[src/rtl/tron_player_motion_if.sv]
// tron_player_motion_if: control inputs and position/status outputs of one TRON player.
interface tron_player_motion_if;
  logic start, btn_up, btn_down, btn_left, btn_right, dead_in;
  logic [9:0] x, y;
  logic [1:0] dir;
  logic moved, wall_hit, running;
  modport master(output start, btn_up, btn_down, btn_left, btn_right, dead_in,
                 input x, y, dir, moved, wall_hit, running);
  modport slave(input start, btn_up, btn_down, btn_left, btn_right, dead_in,
                output x, y, dir, moved, wall_hit, running);
endinterface

[src/rtl/tron_player_motion.sv]
// tron_player_motion: latches heading requests and steps the player one grid cell per game tick.
module tron_player_motion #(
  parameter int TICK_DIV = 1_000_000,
  parameter int GRID_W = 160,
  parameter int GRID_H = 120,
  parameter int X_INIT = 40,
  parameter int Y_INIT = 60,
  parameter logic [1:0] DIR_INIT = 2'd3
) (
  input logic clk,
  input logic reset,
  tron_player_motion_if.slave io
);
  typedef enum logic [1:0] {IDLE, RUN, HALT} state_t;
  localparam int CW = $clog2(TICK_DIV);
  localparam logic [9:0] XMAX = 10'(GRID_W - 1);
  localparam logic [9:0] YMAX = 10'(GRID_H - 1);
  localparam logic [9:0] XI = 10'(X_INIT);
  localparam logic [9:0] YI = 10'(Y_INIT);
  state_t state, state_n;
  logic [CW-1:0] tick_cnt;
  logic [1:0] pending, req;
  logic [9:0] nx, ny;
  logic run, btn, tick, wall;
  assign io.running = run;
  always_comb begin
    run = state == RUN;
    btn = io.btn_up | io.btn_down | io.btn_left | io.btn_right;
    req = io.btn_up ? 2'd0 : io.btn_down ? 2'd1 : io.btn_left ? 2'd2 : 2'd3;
    tick = run && tick_cnt == CW'(TICK_DIV - 1);
    nx = pending == 2'd2 ? io.x - 10'd1 : pending == 2'd3 ? io.x + 10'd1 : io.x;
    ny = pending == 2'd0 ? io.y - 10'd1 : pending == 2'd1 ? io.y + 10'd1 : io.y;
    wall = pending == 2'd0 ? io.y == 10'd0 : pending == 2'd1 ? io.y == YMAX :
           pending == 2'd2 ? io.x == 10'd0 : io.x == XMAX;
    state_n = io.start ? RUN : run && (io.dead_in || io.wall_hit) ? HALT : state;
  end
  always_ff @(posedge clk or posedge reset)
    if (reset) state <= IDLE;
    else state <= state_n;
  always_ff @(posedge clk or posedge reset)
    if (reset) begin
      io.x <= XI;
      io.y <= YI;
      io.dir <= DIR_INIT;
      pending <= DIR_INIT;
      tick_cnt <= '0;
      io.moved <= 1'b0;
      io.wall_hit <= 1'b0;
    end else begin
      io.moved <= 1'b0;
      if (io.start) begin
        io.x <= XI;
        io.y <= YI;
        io.dir <= DIR_INIT;
        pending <= DIR_INIT;
        tick_cnt <= '0;
        io.wall_hit <= 1'b0;
      end else if (run && !io.dead_in) begin
        tick_cnt <= tick ? '0 : tick_cnt + 1'b1;
        // reversal is judged against the heading actually travelled, not the pending one
        if (btn && req != (io.dir ^ 2'd1)) pending <= req;
        if (tick) begin
          io.dir <= pending;
          if (wall) io.wall_hit <= 1'b1;
          else begin
            io.x <= nx;
            io.y <= ny;
            io.moved <= 1'b1;
          end
        end
      end else tick_cnt <= '0;
    end
endmodule

[src/flat_wrapper.sv]
// flat-port wrapper written by rule: the top's interface ports become plain ports
module tron_player_motion_flat 
#(
  parameter int TICK_DIV = 1_000_000,
  parameter int GRID_W = 160,
  parameter int GRID_H = 120,
  parameter int X_INIT = 40,
  parameter int Y_INIT = 60,
  parameter logic [1:0] DIR_INIT = 2'd3
)
  (clk, reset, io_start, io_btn_up, io_btn_down, io_btn_left, io_btn_right, io_dead_in, io_x, io_y, io_dir, io_moved, io_wall_hit, io_running);
  tron_player_motion_if io_i ();
  input logic clk;
  input logic reset;
  input wire logic [$bits(io_i.start)-1:0] io_start;
  input wire logic [$bits(io_i.btn_up)-1:0] io_btn_up;
  input wire logic [$bits(io_i.btn_down)-1:0] io_btn_down;
  input wire logic [$bits(io_i.btn_left)-1:0] io_btn_left;
  input wire logic [$bits(io_i.btn_right)-1:0] io_btn_right;
  input wire logic [$bits(io_i.dead_in)-1:0] io_dead_in;
  output wire logic [$bits(io_i.x)-1:0] io_x;
  output wire logic [$bits(io_i.y)-1:0] io_y;
  output wire logic [$bits(io_i.dir)-1:0] io_dir;
  output wire logic [$bits(io_i.moved)-1:0] io_moved;
  output wire logic [$bits(io_i.wall_hit)-1:0] io_wall_hit;
  output wire logic [$bits(io_i.running)-1:0] io_running;
  assign io_i.start = io_start;
  assign io_i.btn_up = io_btn_up;
  assign io_i.btn_down = io_btn_down;
  assign io_i.btn_left = io_btn_left;
  assign io_i.btn_right = io_btn_right;
  assign io_i.dead_in = io_dead_in;
  assign io_x = io_i.x;
  assign io_y = io_i.y;
  assign io_dir = io_i.dir;
  assign io_moved = io_i.moved;
  assign io_wall_hit = io_i.wall_hit;
  assign io_running = io_i.running;
  tron_player_motion #(.TICK_DIV(TICK_DIV), .GRID_W(GRID_W), .GRID_H(GRID_H), .X_INIT(X_INIT), .Y_INIT(Y_INIT), .DIR_INIT(DIR_INIT)) u_core (.clk(clk), .reset(reset), .io(io_i));
endmodule
[config.mk]
export PLATFORM = sky130hd
export DESIGN_NAME = tron_player_motion_flat
export DESIGN_NICKNAME = d
export VERILOG_FILES = /design/src/rtl/tron_player_motion_if.sv /design/src/rtl/tron_player_motion.sv /design/src/flat_wrapper.sv
export SDC_FILE = /design/constraint.sdc
export NUM_CORES = 1
export LEC_CHECK = 0
export CORE_AREA = 2 2 81 83
export CTS_BUF_LIST = sky130_fd_sc_hd__clkbuf_8
export DETAILED_ROUTE_END_ITERATION = 10
export DIE_AREA = 0 0 83 85
export GPL_TIMING_DRIVEN = 0
export HOLD_SLACK_MARGIN = 0.08
export PLACE_DENSITY = 0.72
export REMOVE_ABC_BUFFERS = 1
export SLEW_MARGIN = 5
export SYNTH_ARGS = -nofsm -noshare
export SYNTH_HDL_FRONTEND = slang
export SYNTH_SLANG_ARGS = --single-unit
export TNS_END_PERCENT = 30
[constraint.sdc]
create_clock -name clk -period 3.83 [get_ports clk]
set_input_delay 0.5745 -clock clk [delete_from_list [all_inputs] [get_ports clk]]
set_output_delay 0.5745 -clock clk [all_outputs]
set_load 0.01 [all_outputs]
### Wire density map

Drawn at 4 px/micron. 17 x 17 tiles, from dark purple (low) to yellow (high), scaled to the fullest tile. Values are wire area over tile area, all layers added.
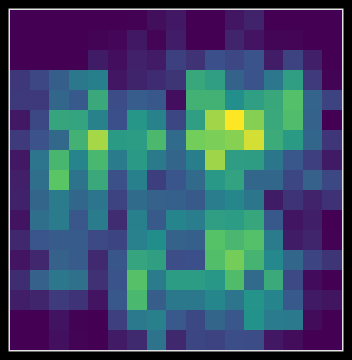
tiles over half the peak	20%
densest ninth of the die	center
nearly empty tiles	16%

### Power grid

Drawn at 6 px/micron. Pins as bars on the die edge.
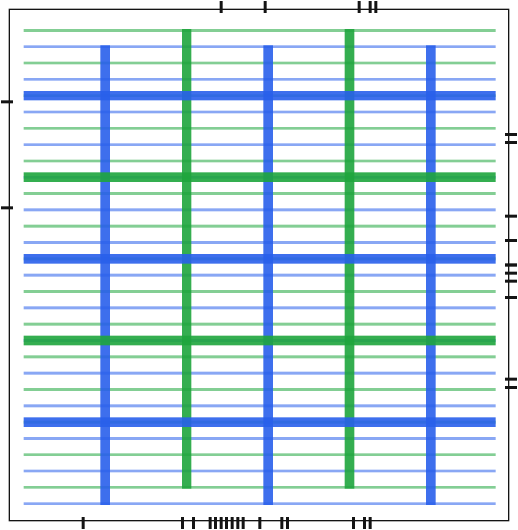
net	color
VDD	green
VSS	blue
signal pins	33
met5 straps	5
met4 straps	5

==> run summary <==
Implementation numbers.

- The synth_stat.txt file lists the number of cells as 347.
- Setup repair after global routing left no endpoint under its margin.
- The met3 routing resource usage after global routing is 3.31%.
- The total wire length is 6.49 mm.
- The worst endpoint data arrival time is 3360 ps.
- Pin placement for this block handled 33 I/O pins.
- In the global route stage, met1 resource usage came out at 25.0%.
- In the final report, the number of pins over their slew limit comes to 0.
- The worst-case reg-to-reg setup slack stands at 650 ps.
- Yosys mapped a number of flops with a built-in enable equal to 0.
- The kind of start point of the critical path is a flop.
- The most utilized layer in the global route result is met2.
- In the layout the commonest cells are sky130_fd_sc_hd__nor2_1 (45), sky130_fd_sc_hd__dfrtp_1 (38), sky130_fd_sc_hd__clkdlybuf4s50_1 (32), sky130_fd_sc_hd__nand2_1 (25), sky130_fd_sc_hd__o21ai_0 (20).
- Counting instances, the worst hold path has a depth of 1.
- The area of the chip is 0.00706 sq mm.
- On met2, the global router reports a usage of 31.6%.
- The portion of synthesized cell area occupied by the leading cell type is 31.6%.
- The net count of the finished layout is 383.
- The max-cap check violation count is 0.
- The maximum count of clock buffers along a single path is 2.
- For reference, the top cells by count after synthesis are sky130_fd_sc_hd__nor2_1 (45), sky130_fd_sc_hd__dfrtp_1 (38), sky130_fd_sc_hd__nand2_1 (25).
- The count of cell instances traversed by the critical path is 7.
- The HPWL after detailed placement is 4.46 mm.
- The run finished with clean final reports.
- The clock net in this run drives a total of 48 sinks.
- Ranked by flip-flop count, first place goes to u_core.tick_cnt.
- The initial antenna violation count was 0.
- The synthesized netlist devotes 13.7% of its cell area to compound gates.
- The first-pass iteration count of the detailed router is 4.
- The cell count of the worst reg-to-reg path is 7.
- On the reported timing paths, the clock transition at the registers reads 90 ps.
- The total clock buffers created by CTS is 5.
- The via count is 2560.
- The post-synthesis sequential element count is 48.
- The portion of the clock cycle consumed by the worst path in the final layout is 83.0%.
- The area growth from synthesis to layout is 14.9%.
### Cell outlines without signal wires

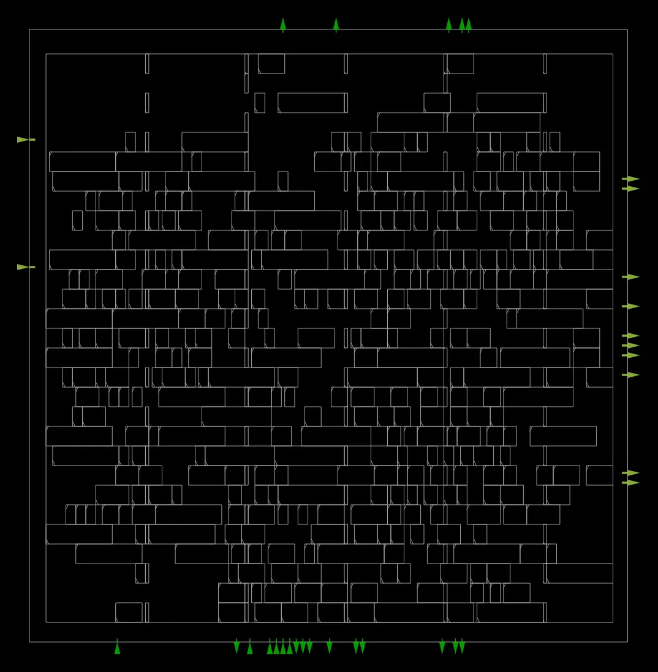
Final Instance Count excl. Fillers: 446
num tapcells: 77
placement row count: 29

[metrics by stage]
step	power, W	worst slack, ps	instances	hold WS (ps)	cell area (sq um)
2_1_floorplan	0.000574	896	327	447	2920
3_3_place_gp	0.000603	646	436	467	3330
3_5_place_dp	0.000609	668	438	476	3360
4_1_cts	0.000922	649	446	487	3450
5_1_grt	0.000951	399	446	510	3450
6_report	0.000910	652	446	482	3450
[metal layers]
metal | routed length (microns) | share of wire, %
met1 | 3030 | 47
met2 | 3210 | 49
met3 | 206 | 3.2
met4 | 48 | 0.74
met5 | 0 | 0
[where the power goes]
group	switching (W)	total (W)	internal, W
registers	0.00000834	0.000521	0.000512
logic	0.0000481	0.0000786	0.0000305
clock network	0.000169	0.000311	0.000142
total	0.000225	0.000910	0.000685
[worst min-delay path by stage]
stage / start / to / slack [ps]
finish: u_core.tick_cnt[0]$_DFF_PP0_ / u_core.tick_cnt[0]$_DFF_PP0_ / 480
global route: u_core.tick_cnt[0]$_DFF_PP0_ / u_core.tick_cnt[0]$_DFF_PP0_ / 510
CTS: u_core.tick_cnt[0]$_DFF_PP0_ / u_core.tick_cnt[0]$_DFF_PP0_ / 490
detailed placement: u_core.tick_cnt[0]$_DFF_PP0_ / u_core.tick_cnt[0]$_DFF_PP0_ / 480
global placement: u_core.tick_cnt[0]$_DFF_PP0_ / u_core.tick_cnt[0]$_DFF_PP0_ / 470
floorplan: u_core.tick_cnt[0]$_DFF_PP0_ / u_core.tick_cnt[0]$_DFF_PP0_ / 450
[area by class of cell]
class | count | area [sq um] | area share [%]
sequential | 48 | 1210 | 35.1
clock buffer | 6 | 82.6 | 2.39
clock inverter | 2 | 7.51 | 0.217
tap | 77 | 96.3 | 2.79
multi-input combinational | 270 | 1670 | 48.3
inverter | 9 | 33.8 | 0.978
timing repair buffer | 34 | 352 | 10.2
No activity file was given, so power comes from the tool's default toggle rates.
